==> src/rtl/seq_adder.sv <==
// seq_adder: multi-cycle adder/subtractor, DIGIT bits per clock.
// Registered S/carryout/overflow with a start/busy/done handshake.
module seq_adder #(
    parameter int WIDTH = 8,
    parameter int DIGIT = 2
) (
    input  logic             clk,
    input  logic             rst_n,
    input  logic             start,
    input  logic             sub,
    input  logic             carryin,
    input  logic [WIDTH-1:0] X,
    input  logic [WIDTH-1:0] Y,
    output logic [WIDTH-1:0] S,
    output logic             carryout,
    output logic             overflow,
    output logic             busy,
    output logic             done
);

    localparam int NDIG = WIDTH / DIGIT;
    localparam int CW   = (NDIG > 1) ? $clog2(NDIG) : 1;
    localparam logic [CW-1:0] LAST = CW'(NDIG - 1);

    typedef enum logic [1:0] {
        IDLE,
        RUN,
        DONE
    } state_t;

    state_t           state;
    state_t           state_next;
    logic [WIDTH-1:0] a;
    logic [WIDTH-1:0] b;
    logic [WIDTH-1:0] res;
    logic [WIDTH-1:0] res_next;
    logic             c;
    logic [CW-1:0]    cnt;
    logic [DIGIT:0]   sum;
    logic [DIGIT-1:0] d;
    logic             cmsb;

    // One digit of the narrow carry chain, plus the carry into its top bit.
    always_comb begin
        sum  = {1'b0, a[DIGIT-1:0]} + {1'b0, b[DIGIT-1:0]}
             + {{DIGIT{1'b0}}, c};
        d    = sum[DIGIT-1:0];
        cmsb = d[DIGIT-1] ^ a[DIGIT-1] ^ b[DIGIT-1];
    end

    generate
        if (WIDTH > DIGIT) begin : g_shift
            assign res_next = {d, res[WIDTH-1:DIGIT]};
        end else begin : g_single
            assign res_next = d;
        end
    endgenerate

    // State register.
    always_ff @(posedge clk or negedge rst_n) begin
        if (!rst_n) begin
            state <= IDLE;
        end else begin
            state <= state_next;
        end
    end

    // Next-state logic: IDLE -> RUN for NDIG digits -> DONE -> IDLE.
    always_comb begin
        state_next = state;
        unique case (state)
            IDLE: if (start) state_next = RUN;
            RUN:  if (cnt == LAST) state_next = DONE;
            DONE: state_next = IDLE;
            default: state_next = IDLE;
        endcase
    end

    // Operand latch, digit-serial datapath and final result registers.
    always_ff @(posedge clk or negedge rst_n) begin
        if (!rst_n) begin
            a        <= '0;
            b        <= '0;
            c        <= 1'b0;
            cnt      <= '0;
            res      <= '0;
            S        <= '0;
            carryout <= 1'b0;
            overflow <= 1'b0;
        end else if (state == IDLE && start) begin
            a   <= X;
            b   <= sub ? ~Y : Y;
            c   <= sub ? 1'b1 : carryin;
            cnt <= '0;
        end else if (state == RUN) begin
            a   <= a >> DIGIT;
            b   <= b >> DIGIT;
            c   <= sum[DIGIT];
            res <= res_next;
            cnt <= cnt + CW'(1);
            if (cnt == LAST) begin
                S        <= res_next;
                carryout <= sum[DIGIT];
                overflow <= sum[DIGIT] ^ cmsb;
            end
        end
    end

    assign busy = (state != IDLE);
    assign done = (state == DONE);

endmodule

==> config.mk <==
export PLATFORM = sky130hd
export DESIGN_NAME = seq_adder
export DESIGN_NICKNAME = d
export VERILOG_FILES = /design/src/rtl/seq_adder.sv
export SDC_FILE = /design/constraint.sdc
export NUM_CORES = 1
export LEC_CHECK = 0
export CORE_MARGIN = 4
export CORE_UTILIZATION = 46
export CTS_CLUSTER_SIZE = 16
export DETAILED_ROUTE_END_ITERATION = 6
export GPL_TIMING_DRIVEN = 0
export MAX_ROUTING_LAYER = met4
export PLACE_DENSITY_LB_ADDON = 0.2
export SYNTH_ARGS = -nofsm -noshare
export SYNTH_HDL_FRONTEND = slang
export SYNTH_SLANG_ARGS = --single-unit
==> constraint.sdc <==
create_clock -name clk -period 1.7 [get_ports clk]
set_input_delay 0.34 -clock clk [delete_from_list [all_inputs] [get_ports clk]]
set_output_delay 0.34 -clock clk [all_outputs]
set_load 0.01 [all_outputs]
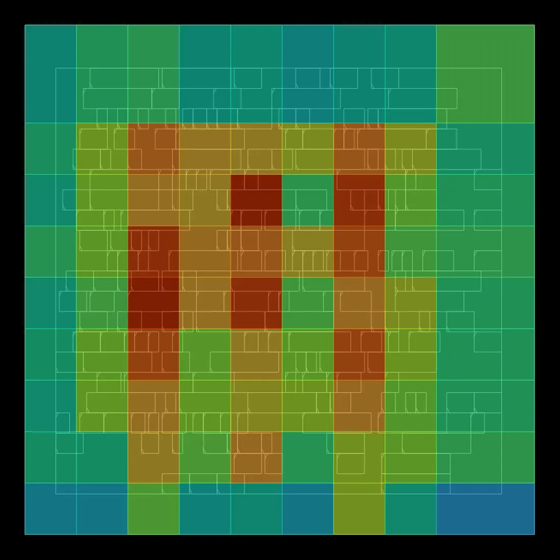
Run 1: routing congestion map
global routing's busiest layer: met2
GRT Util Overall: 17.03%

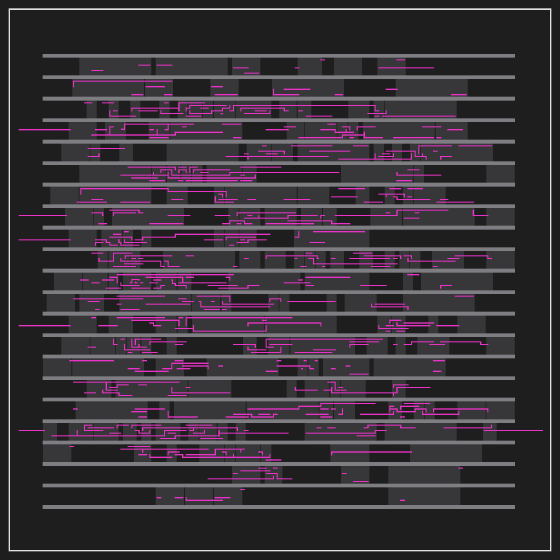
Run 1: signal wires on met1
Supply wires on this layer in grey.
main direction = horizontal
wire length on this layer = 1330 µm
nets with wire on the layer = 195
total number of vias: 1258
met1 track demand over resource in global routing: 18.16%
total length of routed wires: 3241 µm

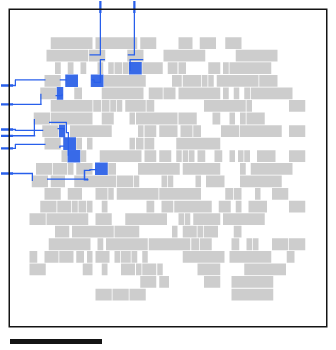
Run 1: wires at chosen ports, followed through buffers
The bar under the picture is 20 µm long.
X -> blue  # direction input, edge 6 left, 2 top, end cells 8, buffers 8, wire 114 µm

[run 1: area by class of cell]
cell class	instances	area [µm²]
fillers	295	1289
plain buffers	10	71.32
repair buffers	34	325.3
multi-input cells	107	668.1
well taps	46	57.56
clock buffers	7	55.05
flip-flops and latches	37	927.1
inverters	6	22.52
[run 1: power groups by stage]
stage,clock network [mW],logic (mW),registers [mW]
after floorplan,0,1.14,1.52
after global placement,0,1.70,1.50
after detailed placement,0,1.75,1.53
after CTS,0.474,1.80,1.51
after global routing,0.518,2.16,1.55
final,0.461,1.92,1.50
[run 1: layer usage]
layer  wire length (µm)  vias to the layer above  part of all wire (%)
met5                  0                        -                     0
met4                 66                        0                   2.0
met3                144                        7                   4.4
met2               1696                       35                    52
met1               1334                      608                    41
li1                   -                      608                     -
==> flow_results.org, run 1 <==
#+TITLE: Flow metrics

** GRT
- First-pass GRT wire length :: 5554 µm
- The via count of the first global-routing pass was 1307.
- Routing resource usage on met3 recorded by global route was 3.941%.
- Number of antenna violations at the first check in global routing :: 0

** Power
- The clock network accounts for 11.9% of the total power.
- Across the VDD grid, the largest voltage drop is 0.7397 mV.

** Worst setup path
- Element type at the critical path start :: flop
- Worst setup path end :: overflow$_DFFE_PN0P_
- Critical path cell sequence :: inv_2 -> fa_2 -> fa_2 -> xnor2_2 -> xnor2_1 -> o21ai_1
- Per the STA report, the cell with the highest stage delay on the worst path is sky130_fd_sc_hd__fa_2.
- The critical path crosses 6 cells after its start point.
- Crit-path most repeated cell :: sky130_fd_sc_hd__fa_2
- Critical-path maximum fanout :: 2

** Cells and area
- In the final layout, the registers with the most flip-flops are S x8, a x8, b x8.
- The library cell used most frequently in the layout, excluding fill and tap cells, is sky130_fd_sc_hd__nand2_1.

** STA
- Once routing completed, OpenROAD measured the worst setup slack at -0.1006 ns.
- Final critical path time including I/O delays and setup :: 1.801 ns
- Worst rel slew slack :: 47.06%
- In the final report, the number of endpoints failing setup comes to 3.
- The final timing report lists a hold violation count of 0.

** Yosys
- Cells taking the most area after synthesis :: sky130_fd_sc_hd__dfrtp_1 55%, sky130_fd_sc_hd__nand2_1 9.9%, sky130_fd_sc_hd__xnor2_1 4.2%, sky130_fd_sc_hd__mux2_2 4.0%, sky130_fd_sc_hd__o21ai_0 2.7%
- In the Yosys report, the sequential cells make up 55.27% of the chip area.
- The commonest cells after synthesis are 44 x sky130_fd_sc_hd__nand2_1, 37 x sky130_fd_sc_hd__dfrtp_1, 9 x sky130_fd_sc_hd__o21ai_0, 8 x sky130_fd_sc_hd__xnor2_1.
- Number of cells produced by synthesis :: 160

** Route
- The pre-antenna-repair detailed-routing pass consisted of 4 iterations.

** Run status
- The checks that failed: setup timing.
- The run finished, with violations left.

** Clock network
- Insertion delay at the late pin of the worst-skew pair :: 0.33 ns
- Number of sinks handled by clock tree synthesis :: 37

** Floorplanning
- Die Outline Area :: 4672 µm²
--- run 2 (diff from run 1) ---
Clock period 1.7 ns to 1.55 ns, I/O delays scaled along.
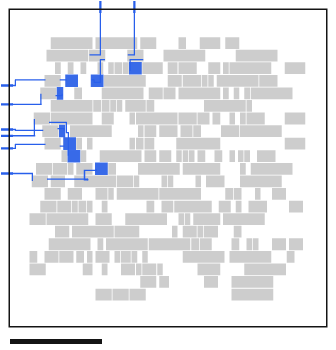
Run 2: wires at chosen ports, followed through buffers
The bar under the picture is 20 µm long.
X -> blue  # direction input, edge 6 left, 2 top, end cells 8, buffers 8, wire 113 µm
port bufs: 31
I/O pin total: 33

==> flow_results.org, run 2 <==
#+TITLE: Flow metrics

** Run status
- The flow ran to the end, but the final reports show violations.
- Violations in the final reports :: setup timing

** Yosys
- The main area contributors are sky130_fd_sc_hd__dfrtp_1 55%, sky130_fd_sc_hd__nand2_1 9.9%, sky130_fd_sc_hd__xnor2_1 4.2%, sky130_fd_sc_hd__mux2_2 4.0%, sky130_fd_sc_hd__o21ai_0 2.7%.
- Number of cells produced by synthesis :: 160
- Ranking of synthesized cells by instance count :: 44 x sky130_fd_sc_hd__nand2_1, 37 x sky130_fd_sc_hd__dfrtp_1, 9 x sky130_fd_sc_hd__o21ai_0, 8 x sky130_fd_sc_hd__xnor2_1
- For reference, the mux area share after synthesis is 4.033%.
- Area leader share :: 55.27%
- Most frequent cell after synthesis :: sky130_fd_sc_hd__nand2_1
- Sequential element share of the synthesized area :: 55.27%

** Power
- The flow reports that the clock network draws 12.0% of the design power.
- Summed over all nets, the switching power comes to 1.553 mW.
- Largest power group :: combinational cells
- Largest voltage drop on the vdd net :: 0.8274 mV
- In this run, power in the clock network comes to 507 µW.
- The sequential power reported by the tool is 1.65 mW.
- Overall power consumption after layout is estimated at 4.238 mW.

** Cells and area
- Post-route cell area :: 2142 µm²
- At the end of the flow the core is filled with cells to 62.71%.
- The largest registers in the layout are S x8, a x8, b x8.
- Area Overhead vs Synth :: 27.86%

** GRT
- The number of antenna violations at the first check in global routing was 0.
- The via count of the first global-routing pass was 1314.
- The first global-routing pass estimated 5533 µm of wire.
- Total global-route track usage over all layers is 16.92%.

** STA
- Worst rel slew slack :: 47.20%
- Worst path setup slack after routing :: -0.2504 ns
- The final report lists the setup-violating endpoint count as 3.
- Final critical path time including I/O delays and setup :: 1.800 ns
- Per the final timing report, the hold violations number 0.

** Worst setup path
- Critical-path maximum fanout :: 2
- Critical path depth in cells :: 6
- Crit-path most repeated cell :: sky130_fd_sc_hd__fa_2
- Worst setup path end :: overflow$_DFFE_PN0P_
- Critical path cell sequence :: inv_2 -> fa_2 -> fa_2 -> xnor2_2 -> xnor2_1 -> o21ai_1
- CP max stage cell :: sky130_fd_sc_hd__fa_2

** Route
- The detailed router placed 1249 vias in this run.
- The first TritonRoute pass finished after 4 iterations.
- Total length of routed wires :: 3298 µm
- Per the post-route antenna check, the number of violating nets is 0.

** Floorplanning
- Per the OpenROAD floorplan log, the width of the die is 68.35 µm.
- Die Outline Area :: 4672 µm²

** Clock network
- The CTS log lists the clock sinks for this run as 37.
- CTS buffer count :: 5
- Clock latency on the worst-skew pair, taken at its later pin, is 0.33 ns.

** Hold path
- Note that the worst hold path type here is primary input to asynchronous set/reset pin.
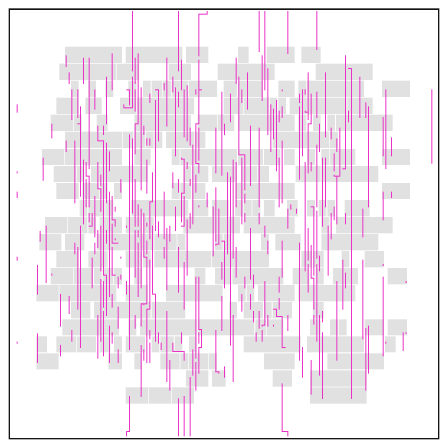
Run 2: the metal 2 layer
longest straight run = 52.7 µm
nets with wire on the layer = 192
main direction = vertical

run 2: area by class of cell:
cell class                      instances  area (µm²)
Tap cell                               46       57.56
Fill cell                             295        1274
Multi-Input combinational cell        107       670.6
Sequential cell                        37       927.1
Clock buffer                            7       55.05
Buffer                                 10       71.32
Timing Repair Buffer                   35       337.8
Inverter                                6       22.52
run 2: timing repair:
| action | CTS | global route |
|---|---|---|
| hold buffers | 0 | 0 |
| setup buffers | 3 | 1 |
| gates resized | 16 | 8 |
| pin swaps | 3 | 1 |
| endpoints found under the setup margin | 12 | 10 |
run 2: per-layer routing:
metal	wire [µm]	vias up	GRT usage (%)
li1	-	607	-
met1	1346	604	17.85
met2	1737	31	29.60
met3	146	7	3.941
met4	66	0	8.189
met5	0	-	-
--- run 3 (diff from run 2) ---
Settings changed: CORE_ASPECT_RATIO from default to 1.5, PLACE_DENSITY from default to 0.76, PLACE_DENSITY_LB_ADDON 0.2 to default.
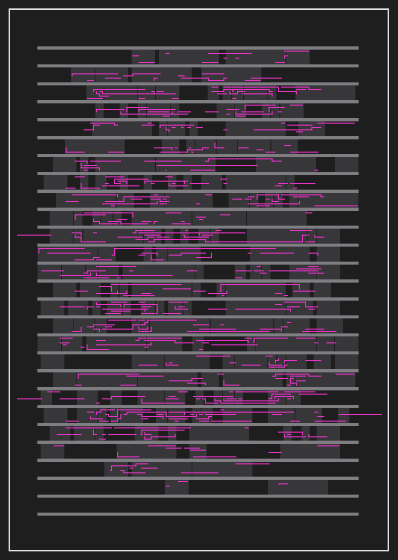
Run 3: signal wires on met1
Supply wires on this layer in grey.
main direction = horizontal
share of all routed wire = 38%
nets with wire on the layer = 195
total number of vias: 1253
met1 track demand over resource in global routing: 17.29%
total length of routed wires: 3328 µm

==> flow_results.org, run 3 <==
#+TITLE: Flow metrics

** Run status
- The flow ran to the end, but the final reports show violations.
- The checks that failed: setup timing.

** Worst setup path
- For this design, the slowest cell found on the critical path is sky130_fd_sc_hd__fa_1.
- Critical path depth in cells :: 6
- Critical-path maximum fanout :: 2

** Cells and area
- Ranked by total area, the top cell class in this layout is registers.
- Per the layout report, the design carries 6 non-clock inverters.
- Total number of multi-input combinational cells :: 107
- Clock buffer count in the final layout :: 7
- Summing all multi-input logic gate instances after layout gives 670.6 µm².
- By instance count after routing, the leading logic cell type is sky130_fd_sc_hd__nand2_1.
- Non-clock buffer count :: 46
- The clock network takes up 5.272% of total cell area after layout.

** Yosys
- Ranking of synthesized cells by instance count :: 44 x sky130_fd_sc_hd__nand2_1, 37 x sky130_fd_sc_hd__dfrtp_1, 9 x sky130_fd_sc_hd__o21ai_0, 8 x sky130_fd_sc_hd__xnor2_1

** Route
- In the log, the iteration count for the first detailed-route pass is 4.
- Antenna viol nets, final :: 0

** Hold path
- Worst min-delay path class :: primary input to asynchronous set/reset pin

** Power
- Power attributed to sequential cells :: 1.66 mW

** STA
- Once routing completed, OpenROAD measured the worst setup slack at -0.2338 ns.
- Final setup violation count :: 3

** Clock network
- Insertion delay at the late pin of the worst-skew pair :: 0.29 ns
- Quantity of gates resized following cts :: 10
- Looking at the post-CTS report, the setup buffer insertion count equals 2.
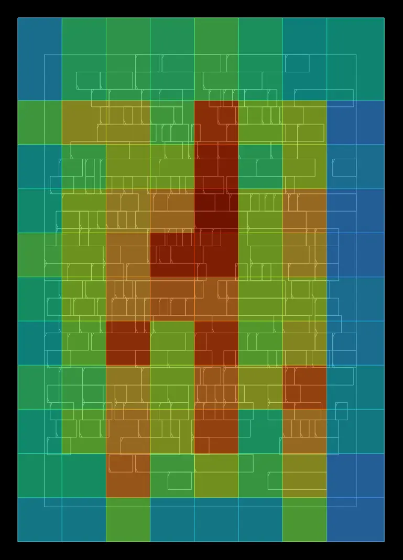
Run 3: routing congestion map
met2 track demand over resource in global routing: 30.66%
met3 Use GR: 4.403%

==> run 3: cell counts after synthesis <==
Identical to the previous run, type by type.
==> run 3: stage by stage <==
| stage | cells | TNS [ns] | setup slack (ns) | hold slack (ns) |
|---|---|---|---|---|
| after floorplan | 160 | -0.1987 | -0.1987 | 0.01441 |
| after global routing | 246 | -0.6914 | -0.3336 | 0.1653 |
| after global placement | 233 | -24.24 | -0.5944 | 0.4581 |
| after detailed placement | 233 | -2.784 | -0.3067 | 0.4456 |
| final | 246 | -0.3612 | -0.2338 | 0.1088 |
| after CTS | 243 | -0.3373 | -0.2328 | 0.1339 |
==> run 3: layer usage <==
metal  GRT usage, %  up-vias  routed length (µm)
met5              -        -                   0
met4          7.193        0                  66
met3          4.403       10                 213
met2          30.66       40                1779
met1          17.29      595                1268
li1               -      608                   -
Power and IR drop assume default switching activity.
